run_1/m3.png
(2 px per um)
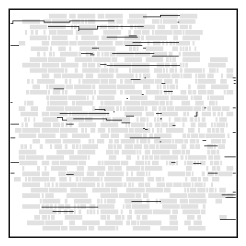
run_1/clock_wires.png
(3 px per um)
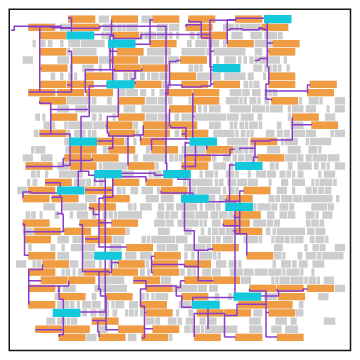
run_1/ff_map.png
(2 px per um) Other sequential cells in the stronger gray, the rest of the logic in the fainter gray.
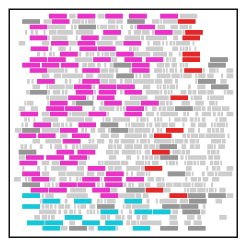
[src/rtl/pot_smoother_if.sv]
// Sample-clock / ADC-result / filtered-value bundle between the ADC interface,
// pot_smoother and the downstream control-voltage consumer.
interface pot_smoother_if;
    logic       sample_clk;
    logic [9:0] adc_data;
    logic [9:0] value;
    logic       value_valid;

    modport master (
        output sample_clk,
        output value,
        output value_valid,
        input  adc_data
    );

    modport slave (
        input  sample_clk,
        input  value,
        input  value_valid,
        output adc_data
    );
endinterface

[src/rtl/pot_smoother.sv]
// ADC sample-clock generator, power-of-two moving average and hysteresis gate
// producing a jitter-free 10-bit control value with a one-cycle update strobe.
module pot_smoother #(
    parameter int unsigned CLK_DIV  = 2048,
    parameter int unsigned AVG_LOG2 = 3,
    parameter int unsigned HYST     = 2
) (
    input  logic           clk,
    input  logic           reset_n,
    pot_smoother_if.master bus
);
    localparam int unsigned DW    = 10;
    localparam int unsigned N     = 1 << AVG_LOG2;
    localparam int unsigned SW    = DW + AVG_LOG2;
    localparam int unsigned DIV_W = 16;
    localparam logic [DW-1:0] MAX_CODE = '1;

    localparam logic [0:0] FILL = 1'b0;
    localparam logic [0:0] RUN  = 1'b1;

    logic [DIV_W-1:0]    div;
    logic                sclk;
    logic                div_tc_c;
    logic [DW-1:0]       cap;
    logic                cap_v;
    logic [DW-1:0]       ring [N];
    logic [AVG_LOG2-1:0] wp;
    logic [SW-1:0]       sum;
    logic                sum_v;
    logic [0:0]          state, state_nxt;
    logic [AVG_LOG2-1:0] fill_cnt, fill_cnt_nxt;
    logic [DW-1:0]       value_q, value_nxt;
    logic                valid_q, valid_nxt;
    logic [DW-1:0]       avg_c;
    logic signed [DW:0]  diff_c;
    logic [DW:0]         mag_c;
    logic                change_c;

    assign div_tc_c = (div == DIV_W'(CLK_DIV - 1));

    // Sample clock: toggles every CLK_DIV cycles, 50% duty
    always_ff @(posedge clk or negedge reset_n) begin
        if (!reset_n) begin
            div  <= '0;
            sclk <= 1'b0;
        end else if (div_tc_c) begin
            div  <= '0;
            sclk <= ~sclk;
        end else begin
            div <= div + DIV_W'(1);
        end
    end

    // Capture the conversion result in the falling-edge cycle only
    always_ff @(posedge clk or negedge reset_n) begin
        if (!reset_n) begin
            cap   <= '0;
            cap_v <= 1'b0;
        end else begin
            cap_v <= div_tc_c & sclk;
            if (div_tc_c && sclk) begin
                cap <= bus.adc_data;
            end
        end
    end

    // Running sum over the last N captures; the oldest entry is retired as the new one lands
    always_ff @(posedge clk or negedge reset_n) begin
        if (!reset_n) begin
            for (int unsigned i = 0; i < N; i++) begin
                ring[i] <= '0;
            end
            wp    <= '0;
            sum   <= '0;
            sum_v <= 1'b0;
        end else begin
            sum_v <= cap_v;
            if (cap_v) begin
                ring[wp] <= cap;
                sum      <= sum + SW'(cap) - SW'(ring[wp]);
                wp       <= wp + AVG_LOG2'(1);
            end
        end
    end

    assign avg_c  = sum[SW-1:AVG_LOG2];
    assign diff_c = $signed({1'b0, avg_c}) - $signed({1'b0, value_q});
    assign mag_c  = diff_c[DW] ? $unsigned(-diff_c) : $unsigned(diff_c);

    // Rail codes bypass hysteresis so 0 and full scale stay reachable
    assign change_c = (mag_c > (DW+1)'(HYST)) ||
                      (((avg_c == '0) || (avg_c == MAX_CODE)) && (avg_c != value_q));

    always_ff @(posedge clk or negedge reset_n) begin
        if (!reset_n) begin
            state    <= FILL;
            fill_cnt <= '0;
            value_q  <= '0;
            valid_q  <= 1'b0;
        end else begin
            state    <= state_nxt;
            fill_cnt <= fill_cnt_nxt;
            value_q  <= value_nxt;
            valid_q  <= valid_nxt;
        end
    end

    // FILL waits for a full window before the first unconditional publish
    always_comb begin
        state_nxt    = state;
        fill_cnt_nxt = fill_cnt;
        value_nxt    = value_q;
        valid_nxt    = 1'b0;
        case (state)
            FILL: begin
                if (sum_v) begin
                    fill_cnt_nxt = fill_cnt + AVG_LOG2'(1);
                    if (fill_cnt == '1) begin
                        state_nxt = RUN;
                        value_nxt = avg_c;
                        valid_nxt = 1'b1;
                    end
                end
            end
            RUN: begin
                if (sum_v && change_c) begin
                    value_nxt = avg_c;
                    valid_nxt = 1'b1;
                end
            end
            default: state_nxt = FILL;
        endcase
    end

    assign bus.sample_clk  = sclk;
    assign bus.value       = value_q;
    assign bus.value_valid = valid_q;
endmodule

[src/flat_wrapper.sv]
// flat-port wrapper written by rule: the top's interface ports become plain ports
module pot_smoother_flat 
#(
    parameter int unsigned CLK_DIV  = 2048,
    parameter int unsigned AVG_LOG2 = 3,
    parameter int unsigned HYST     = 2
)
  (clk, reset_n, bus_sample_clk, bus_value, bus_value_valid, bus_adc_data);
  pot_smoother_if bus_i ();
  input  logic clk;
  input  logic reset_n;
  output wire logic [$bits(bus_i.sample_clk)-1:0] bus_sample_clk;
  output wire logic [$bits(bus_i.value)-1:0] bus_value;
  output wire logic [$bits(bus_i.value_valid)-1:0] bus_value_valid;
  input wire logic [$bits(bus_i.adc_data)-1:0] bus_adc_data;
  assign bus_sample_clk = bus_i.sample_clk;
  assign bus_value = bus_i.value;
  assign bus_value_valid = bus_i.value_valid;
  assign bus_i.adc_data = bus_adc_data;
  pot_smoother #(.CLK_DIV(CLK_DIV), .AVG_LOG2(AVG_LOG2), .HYST(HYST)) u_core (.clk(clk), .reset_n(reset_n), .bus(bus_i));
endmodule
[config.mk]
export PLATFORM = sky130hd
export DESIGN_NAME = pot_smoother_flat
export DESIGN_NICKNAME = d
export VERILOG_FILES = /design/src/rtl/pot_smoother_if.sv /design/src/rtl/pot_smoother.sv /design/src/flat_wrapper.sv
export SDC_FILE = /design/constraint.sdc
export NUM_CORES = 1
export LEC_CHECK = 0
export CORE_UTILIZATION = 60
export CTS_BUF_LIST = sky130_fd_sc_hd__clkbuf_16
export CTS_CLUSTER_DIAMETER = 50
export DETAILED_ROUTE_END_ITERATION = 8
export GPL_ROUTABILITY_DRIVEN = 0
export MAX_ROUTING_LAYER = met4
export PLACE_DENSITY = 0.75
export SLEW_MARGIN = 30
export SYNTH_ARGS = -nofsm -noshare
export SYNTH_HDL_FRONTEND = slang
export SYNTH_SLANG_ARGS = --single-unit
export TNS_END_PERCENT = 10
[constraint.sdc]
create_clock -name clk -period 7.6 [get_ports clk]
set_clock_uncertainty 0.2 [all_clocks]
set_input_delay 1.52 -clock clk [delete_from_list [all_inputs] [get_ports clk]]
set_output_delay 1.52 -clock clk [all_outputs]
set_load 0.01 [all_outputs]
==> impl_metrics.py, run 1 <==
# Physical implementation metrics
metrics = {
    "global_routing": {
        "grt_max_degree": 74,
        "use_met3": 0.0520,
    },
    "placement": {
        "io_buffers": 23,
    },
    "synthesis": {
        "async_flop_share": 1.00,
        "syn_avg_cell_area_sq_um": 11.3,
        "mux_share": 0.168,
        "ys_types": 56,
        "yosys_warnings": 0,
        "syn-num-nets": 712,
        "ys_sh_simple": 0.100,
    },
    "cells_and_area": {
        "nets": 739,
        "top_regs": "u_core.ring x80, u_core.div x16, u_core.sum x13",
    },
    "clocking": {
        "cts_tree": "yes",
        "numClockSinks": 140,
        "post_cts_buffers": 0,
    },
    "drt": {
        "ant_nets": 0,
        "routed-wl-met2_um": 7760,
    },
    "sta": {
        "setup_viol": 0,
        "tightest_slew_ns": 0.927,
        "period_used_share": 0.645,
        "rsz0062_at_grt": "no",
        "finalWorstSetupSlack_ns": 2.70,
    },
    "critical_path": {
        "r2r_slack_ns": 2.70,
        "path_buffers": 1,
        "endpoint": "u_core.sum[12]",
    },
    "outcome": {
        "status": "finished, final reports clean",
    },
    "floorplanning": {
        "ioPinCount": 24,
        "fp.dieH_um": 113,
    },
}
## Picture notes: m3.png
longest straight run	36.3 um
share of all routed wire	3.2%

## Picture notes: clock_wires.png
[orange] flip-flops | count: 140
[cyan] clock-net drivers | count: 17
[purple] clock wires | length: 1660 um
routed clock nets	18

## Picture notes: ff_map.png
color	netlist name	placed flops
cyan	u_core.div	16
magenta	u_core.ring	80
red	u_core.sum	13
not colored	31

-- run 1: area by class of cell --
cell class	instances	area, sq um	area share
clock buffers	17	425	0.0503
clock inverters	15	204	0.0241
inverters	63	236	0.0280
multi-input cells	432	3600	0.425
flip-flops and latches	140	3500	0.414
well taps	147	184	0.0217
repair buffers	32	307	0.0362
-- run 1: report_power, final --
| group | internal [mW] | switching [mW] | total (mW) |
|---|---|---|---|
| combinational | 0.00551 | 0.0146 | 0.0201 |
| sequential | 0.746 | 0 | 0.746 |
| clock | 0.575 | 0.309 | 0.885 |
| total | 1.33 | 0.324 | 1.65 |
## Run 2: what changed since run 1
--- a/config.mk
+++ b/config.mk
@@ -5,13 +5,13 @@
 export SDC_FILE = /design/constraint.sdc
 export NUM_CORES = 1
 export LEC_CHECK = 0
-export CORE_UTILIZATION = 60
+export CORE_UTILIZATION = 56
 export CTS_BUF_LIST = sky130_fd_sc_hd__clkbuf_16
 export CTS_CLUSTER_DIAMETER = 50
 export DETAILED_ROUTE_END_ITERATION = 8
 export GPL_ROUTABILITY_DRIVEN = 0
 export MAX_ROUTING_LAYER = met4
-export PLACE_DENSITY = 0.75
+export PLACE_DENSITY = 0.74
 export SLEW_MARGIN = 30
 export SYNTH_ARGS = -nofsm -noshare
 export SYNTH_HDL_FRONTEND = slang
==> constraint.sdc (replaced) <==
create_clock -name clk -period 4.01 [get_ports clk]
set_clock_uncertainty 0.2 [all_clocks]
set_input_delay 0.802 -clock clk [delete_from_list [all_inputs] [get_ports clk]]
set_output_delay 0.802 -clock clk [all_outputs]
set_load 0.01 [all_outputs]
run_2/layers.png
(2 px per um)
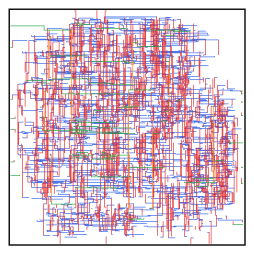
color	layer	wire length
blue	M1	6910 um
green	M3	626 um
red	M2	7890 um
orange	M4	308 um

run_2/congestion_map.png
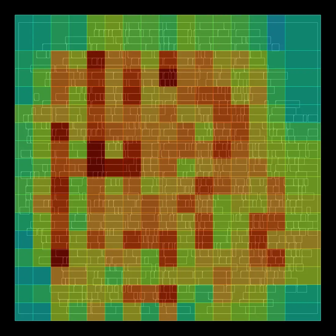
Wirelength per Cell: 17.5 um
M3 GR Usage: 0.0469
GR peak layer: met2
Overall Global Routing Usage: 0.261

==> impl_metrics.py, run 2 <==
# Physical implementation metrics
metrics = {
    "floorplanning": {
        "fp.dieH_um": 117,
        "ioPinCount": 24,
    },
    "cells_and_area": {
        "top_regs": "u_core.ring x80, u_core.div x16, u_core.sum x13",
        "nets": 769,
    },
    "outcome": {
        "status": "finished, final reports clean",
    },
    "sta": {
        "period_used_share": 0.993,
        "tightest_slew_ns": 0.945,
        "finalWorstSetupSlack_ns": 0.0291,
        "rsz0062_at_grt": "yes",
        "setup_viol": 0,
    },
    "synthesis": {
        "syn_avg_cell_area_sq_um": 11.3,
        "topCombFamilyByArea": "multiplexers",
        "ys_types": 56,
        "mux_share": 0.168,
        "async_flop_share": 1.00,
        "yosys_warnings": 0,
        "ys_sh_simple": 0.100,
        "syn-num-nets": 712,
    },
    "global_routing": {
        "grt_max_degree": 87,
    },
    "power_and_ir_drop": {
        "power-top-group": "clock",
        "p_int_mw": 2.40,
        "power_frac_comb": 0.013,
        "power_switching_mw": 0.626,
        "switching_share": 0.207,
        "pg_comb_mw": 0.0385,
        "seq_cell_power_mw": 1.41,
        "seqPwrFrac": 0.467,
        "pwr.group.clock_mw": 1.57,
    },
    "critical_path": {
        "r2r_slack_ns": 0.03,
        "path_buffers": 3,
        "endpoint": "u_core.sum[12]",
    },
    "clocking": {
        "post_cts_buffers": 1,
        "numClockSinks": 140,
        "cts_tree": "yes",
    },
    "drt": {
        "routed-wl-met2_um": 7890,
        "ant_nets": 0,
    },
    "placement": {
        "io_buffers": 23,
    },
}
==> run 2: cell counts after synthesis <==
Identical to the previous run, type by type.
==> run 2: cells by family after synthesis <==
| kind of cell | Yosys count |
|---|---|
| buffers and inverters | 87 |
| AND/OR/NAND/NOR | 154 |
| flip-flops | 140 |
| adder cells (fa/ha/maj) | 41 |
| AND-OR/OR-AND | 110 |
| multiplexers | 92 |
| XOR/XNOR | 35 |
==> run 2: area by class of cell <==
cell class / count / area, sq um / share of cell area
Multi-Input combinational cell: 432 / 3700 / 0.419
Clock inverter: 15 / 171 / 0.0194
Inverter: 63 / 236 / 0.0268
Clock buffer: 17 / 425 / 0.0482
Sequential cell: 140 / 3510 / 0.397
Timing Repair Buffer: 62 / 569 / 0.0645
Tap cell: 172 / 215 / 0.0244
Power and IR drop assume default switching activity.
